Fig. 1: run 1, met1 routing
The bar under the picture is 50 microns long.
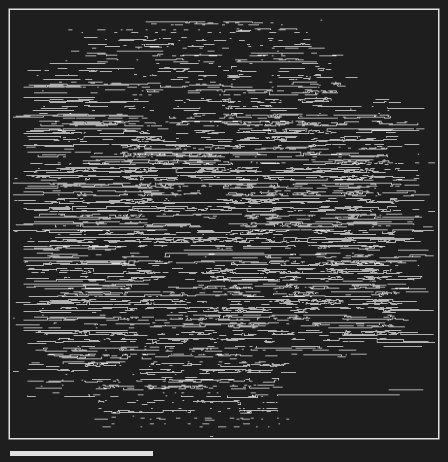
Fig. 2: run 1, M2 wires
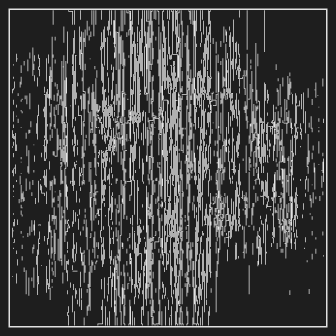
Fig. 3: run 1, cell density map
The bar under the picture is 50 microns long. 15 x 15 tiles, from black (low) to pale yellow (high), 0 to 100% covered.
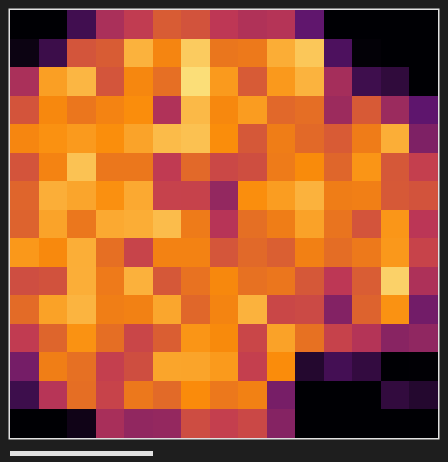
Fig. 4: run 1, congestion heat map
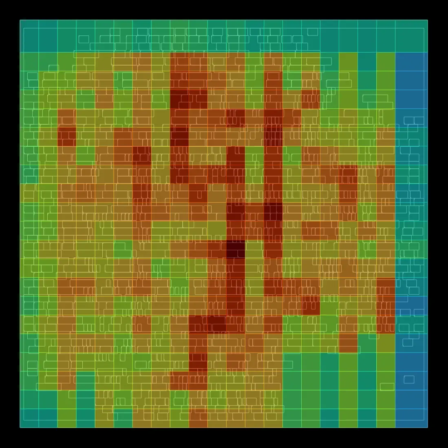
## src/rtl/sprite_scan_engine.sv

```systemverilog
// Multi-sprite pixel scanner: walks every pixel of each selected sprite, one pixel per clock,
// and emits coordinate, colour and a plot strobe toward the VGA adapter.
module sprite_scan_engine #(
    parameter int unsigned             N_SPR       = 10,
    parameter int unsigned             SPR_W       = 5,
    parameter int unsigned             SPR_H       = 5,
    parameter int unsigned             COORD_W     = 8,
    parameter int unsigned             COLOR_W     = 3,
    parameter logic [COLOR_W-1:0]      FG_COLOR    = 3'b111,
    parameter logic [SPR_W*SPR_H-1:0]  BITMAP      = 25'h023B6A,
    parameter bit                      TRANSPARENT = 1'b0
) (
    input  logic                       clk,
    input  logic                       reset_n,
    input  logic                       load_coord,
    input  logic [N_SPR*COORD_W-1:0]   x_in,
    input  logic [N_SPR*COORD_W-1:0]   y_in,
    input  logic [N_SPR-1:0]           visible,
    input  logic                       start,
    input  logic                       erase,
    output logic [COORD_W-1:0]         x_out,
    output logic [COORD_W-1:0]         y_out,
    output logic [COLOR_W-1:0]         color_out,
    output logic                       plot,
    output logic                       busy,
    output logic                       done
);

    localparam int unsigned IdxW = (N_SPR > 1) ? $clog2(N_SPR) : 1;
    localparam int unsigned ColW = (SPR_W > 1) ? $clog2(SPR_W) : 1;
    localparam int unsigned RowW = (SPR_H > 1) ? $clog2(SPR_H) : 1;

    typedef enum logic [1:0] {StIdle, StScan, StDone} state_e;

    state_e              state_q;
    logic [COORD_W-1:0]  ax_q [N_SPR];
    logic [COORD_W-1:0]  ay_q [N_SPR];
    logic                mode_q;
    logic [N_SPR-1:0]    vis_q;
    logic [IdxW-1:0]     spr_q;
    logic [ColW-1:0]     col_q;
    logic [RowW-1:0]     row_q;
    logic [COORD_W-1:0]  x_q, y_q;
    logic [COLOR_W-1:0]  color_q;
    logic                plot_q, busy_q, done_q;

    logic [N_SPR-1:0]    sel_start, sel_scan;
    logic                first_found, next_found;
    logic [IdxW-1:0]     first_idx, next_idx;
    logic                pix_bit, pix_plot, last_col, last_row;
    logic [COORD_W-1:0]  pix_x, pix_y;
    logic [COLOR_W-1:0]  pix_color;

    // Erase mode visits every sprite; draw mode only the visible ones.
    assign sel_start = erase ? {N_SPR{1'b1}} : visible;
    assign sel_scan  = mode_q ? {N_SPR{1'b1}} : vis_q;

    // Lowest selected sprite for the start of a scan (descending loop so the lowest wins).
    always_comb begin
        first_found = 1'b0;
        first_idx   = '0;
        for (int i = N_SPR - 1; i >= 0; i--) begin
            if (sel_start[i]) begin
                first_found = 1'b1;
                first_idx   = IdxW'(i);
            end
        end
    end

    // Next selected sprite above the current one, so unselected sprites cost no cycles.
    always_comb begin
        next_found = 1'b0;
        next_idx   = '0;
        for (int i = N_SPR - 1; i >= 0; i--) begin
            if (sel_scan[i] && (IdxW'(i) > spr_q)) begin
                next_found = 1'b1;
                next_idx   = IdxW'(i);
            end
        end
    end

    // Bitmap lookup for the current (row, col) and the resulting pixel attributes.
    always_comb begin
        pix_bit = 1'b0;
        for (int r = 0; r < SPR_H; r++) begin
            for (int c = 0; c < SPR_W; c++) begin
                if ((row_q == RowW'(r)) && (col_q == ColW'(c))) begin
                    pix_bit = BITMAP[r*SPR_W+c];
                end
            end
        end
        pix_x     = ax_q[spr_q] + COORD_W'(col_q);
        pix_y     = ay_q[spr_q] + COORD_W'(row_q);
        pix_color = (!mode_q && pix_bit) ? FG_COLOR : '0;
        pix_plot  = mode_q ? 1'b1 : (TRANSPARENT ? pix_bit : 1'b1);
        last_col  = (col_q == ColW'(SPR_W - 1));
        last_row  = (row_q == RowW'(SPR_H - 1));
    end

    // Scan FSM with registered pixel and handshake outputs.
    always_ff @(posedge clk or negedge reset_n) begin
        if (!reset_n) begin
            state_q <= StIdle;
            for (int i = 0; i < N_SPR; i++) begin
                ax_q[i] <= '0;
                ay_q[i] <= '0;
            end
            mode_q  <= 1'b0;
            vis_q   <= '0;
            spr_q   <= '0;
            col_q   <= '0;
            row_q   <= '0;
            x_q     <= '0;
            y_q     <= '0;
            color_q <= '0;
            plot_q  <= 1'b0;
            busy_q  <= 1'b0;
            done_q  <= 1'b0;
        end else begin
            unique case (state_q)
                StIdle: begin
                    plot_q <= 1'b0;
                    busy_q <= 1'b0;
                    done_q <= 1'b0;
                    if (load_coord) begin
                        for (int i = 0; i < N_SPR; i++) begin
                            ax_q[i] <= x_in[i*COORD_W +: COORD_W];
                            ay_q[i] <= y_in[i*COORD_W +: COORD_W];
                        end
                    end
                    // done_q still high means we are in the done cycle: ignore start.
                    if (start && !done_q) begin
                        mode_q  <= erase;
                        vis_q   <= visible;
                        spr_q   <= first_idx;
                        col_q   <= '0;
                        row_q   <= '0;
                        state_q <= first_found ? StScan : StDone;
                    end
                end
                StScan: begin
                    x_q     <= pix_x;
                    y_q     <= pix_y;
                    color_q <= pix_color;
                    plot_q  <= pix_plot;
                    busy_q  <= 1'b1;
                    done_q  <= 1'b0;
                    if (last_col) begin
                        col_q <= '0;
                        if (last_row) begin
                            row_q <= '0;
                            if (next_found) begin
                                spr_q <= next_idx;
                            end else begin
                                state_q <= StDone;
                            end
                        end else begin
                            row_q <= row_q + RowW'(1);
                        end
                    end else begin
                        col_q <= col_q + ColW'(1);
                    end
                end
                StDone: begin
                    plot_q  <= 1'b0;
                    busy_q  <= 1'b0;
                    done_q  <= 1'b1;
                    state_q <= StIdle;
                end
                default: begin
                    state_q <= StIdle;
                end
            endcase
        end
    end

    assign x_out     = x_q;
    assign y_out     = y_q;
    assign color_out = color_q;
    assign plot      = plot_q;
    assign busy      = busy_q;
    assign done      = done_q;

endmodule
```

## config.mk

```make
export PLATFORM = sky130hd
export DESIGN_NAME = sprite_scan_engine
export DESIGN_NICKNAME = d
export VERILOG_FILES = /design/src/rtl/sprite_scan_engine.sv
export SDC_FILE = /design/constraint.sdc
export NUM_CORES = 1
export LEC_CHECK = 0
export ABC_AREA = 1
export CORE_UTILIZATION = 45
export DETAILED_ROUTE_END_ITERATION = 7
export PLACE_DENSITY_LB_ADDON = 0.3
export SKIP_CTS_REPAIR_TIMING = 1
export SLEW_MARGIN = 20
export SYNTH_ARGS = -nofsm -noshare
export SYNTH_HDL_FRONTEND = slang
export SYNTH_SLANG_ARGS = --single-unit
```

## constraint.sdc

```tcl
create_clock -name clk -period 4 [get_ports clk]
set_clock_uncertainty 0.15 [all_clocks]
set_input_delay 0.4 -clock clk [delete_from_list [all_inputs] [get_ports clk]]
set_output_delay 0.4 -clock clk [all_outputs]
set_load 0.05 [all_outputs]
```

==> qor.txt, run 1 <==
Area leader, netlist: dfrtp_1
Max cap viols: 0
Worst EP required: 4.30 ns
Synth warnings: 0
Seq pwr share: 0.337
Ao+oa area frac: 0.0850
Clock Path Buffers: 3
Mean Syn Cell Area: 9.66 sq um
Hold path startpoint: x_in[4]
Ant diodes: 2
Sw Pwr: 4480 uW
Setup TNS Final: 0 ns
Antenna Violating Nets Remaining: 0
PnR worst setup slack: 0.750 ns
Hold Path Class: input pin to flip-flop
Clock buffers: 31
Crit-path max cell delay: 0.57 ns
CP top delay family: simple AND/OR/NAND/NOR gates
Status: finished, final reports clean
Worst Path Buf+Inv: 3
Yosys stat chip area: 9840 sq um
Placed cells: 1,456
WP data arrival: 3.55 ns
Vias per cell: 5.31
Vias in the first global route: 7,994
Well Taps: 275
Fin crit share: 0.813
Mux frac, synth: 0.163
CP Cell Sequence: inv_2, nor2_4, buf_4, a22oi_1, o21ai_0, nand2_1, nand3_1, ha_1, inv_1, fa_1, nor2_1, nor2_1, a21oi_2, nand3_1, nand3_1, nand3_1, nand2_1
## Picture notes: Fig. 1
The layer carries 11,500 microns of wire. The wires run mostly horizontal. 1,208 nets have wire on it. The longest straight run is 49.2 microns. The layer holds 43% of the routed length.
met1 GRT Util: 0.330
Vias: 7,948
drt total wl: 26,500 microns

## Picture notes: Fig. 2
The layer holds 46% of the routed length. The layer carries 12,100 microns of wire. 1,193 nets have wire on it. The longest straight run is 75.1 microns.

## Picture notes: Fig. 3
24% of the tiles are over 75% full. 9.8% of the tiles are nearly empty. The mean over all tiles is 56%.
core area: 21,200 sq um
Core Util, Final: 0.608
fp util: 0.464

## Picture notes: Fig. 4
GRT met3 Usage: 0.0515
GRT Total Usage: 0.245
post-DR wirelength/cell: 17.7 microns
met2 usage: 0.386

## Run 2: what changed since run 1
clock period = 3.15 ns   (was 4 ns; I/O delays follow)
Fig. 5: run 2, met1 routing
The bar under the picture is 50 microns long.
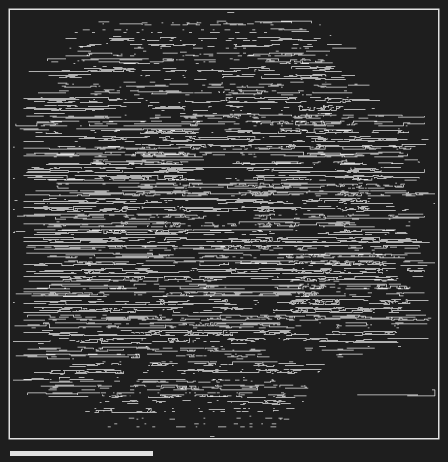
The longest straight run is 49.7 microns. The layer carries 12,000 microns of wire. The wires run mostly horizontal. 1,228 nets have wire on it. The layer holds 45% of the routed length.

Fig. 6: run 2, M2 wires
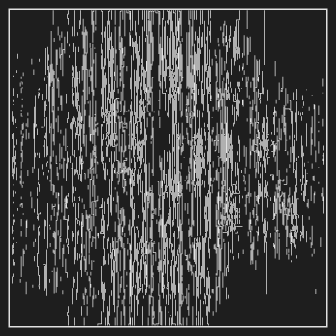
The longest straight run is 61.7 microns. The layer holds 45% of the routed length.

==> qor.txt, run 2 <==
Worst EP required: 3.40 ns
Critical path origin: spr_q[0]$_DFFE_PN0P_
Yosys stat chip area: 9840 sq um
Core area: 21,200 sq um
Placed cells: 1,465
Crit-path max cell delay: 0.49 ns
Clock buffers: 34
Met1 GRT Util: 0.337
Post-DR wirelength/cell: 17.9 microns
Max cap viols: 0
Status: finished, final reports clean
Largest Pwr Group: combinational logic
CP top delay family: simple AND/OR/NAND/NOR gates
Core Util, Final: 0.611
Antenna Violating Nets Remaining: 0
Combinational share of cell area: 0.335
Vias in the first global route: 7,963
Clock Path Buffers: 3
CP Cell Sequence: nand2_4, clkinvlp_4, a22oi_1, o21ai_0, nand2_1, and3_1, inv_1, ha_1, nand3_1, and2_1, nor2_1, or2_1, nand3_1, nand2_1
Sw Pwr: 5740 uW
Area leader, netlist: dfrtp_1
Drt total wl: 27,000 microns
Ao+oa area frac: 0.0850
Ant diodes: 1
Mux frac, synth: 0.163
WP data arrival: 3.14 ns
Vias: 7,947
Hold path startpoint: x_in[71]
Worst Path Buf+Inv: 2
Synth warnings: 0
Hold Path Class: input pin to flip-flop
PnR worst setup slack: 0.263 ns
Vias per cell: 5.27
Fp util: 0.464
Fig. 7: run 2, congestion heat map
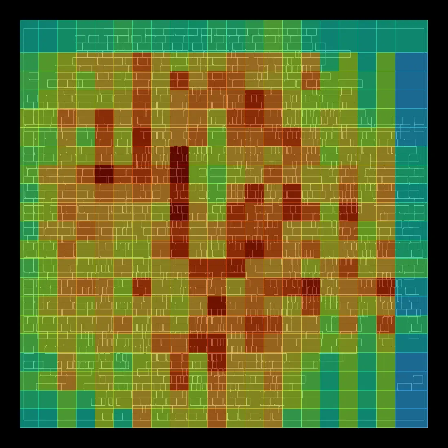
GRT met3 Usage: 0.0509
GRT Total Usage: 0.247

No activity file was given, so power comes from the tool's default toggle rates.
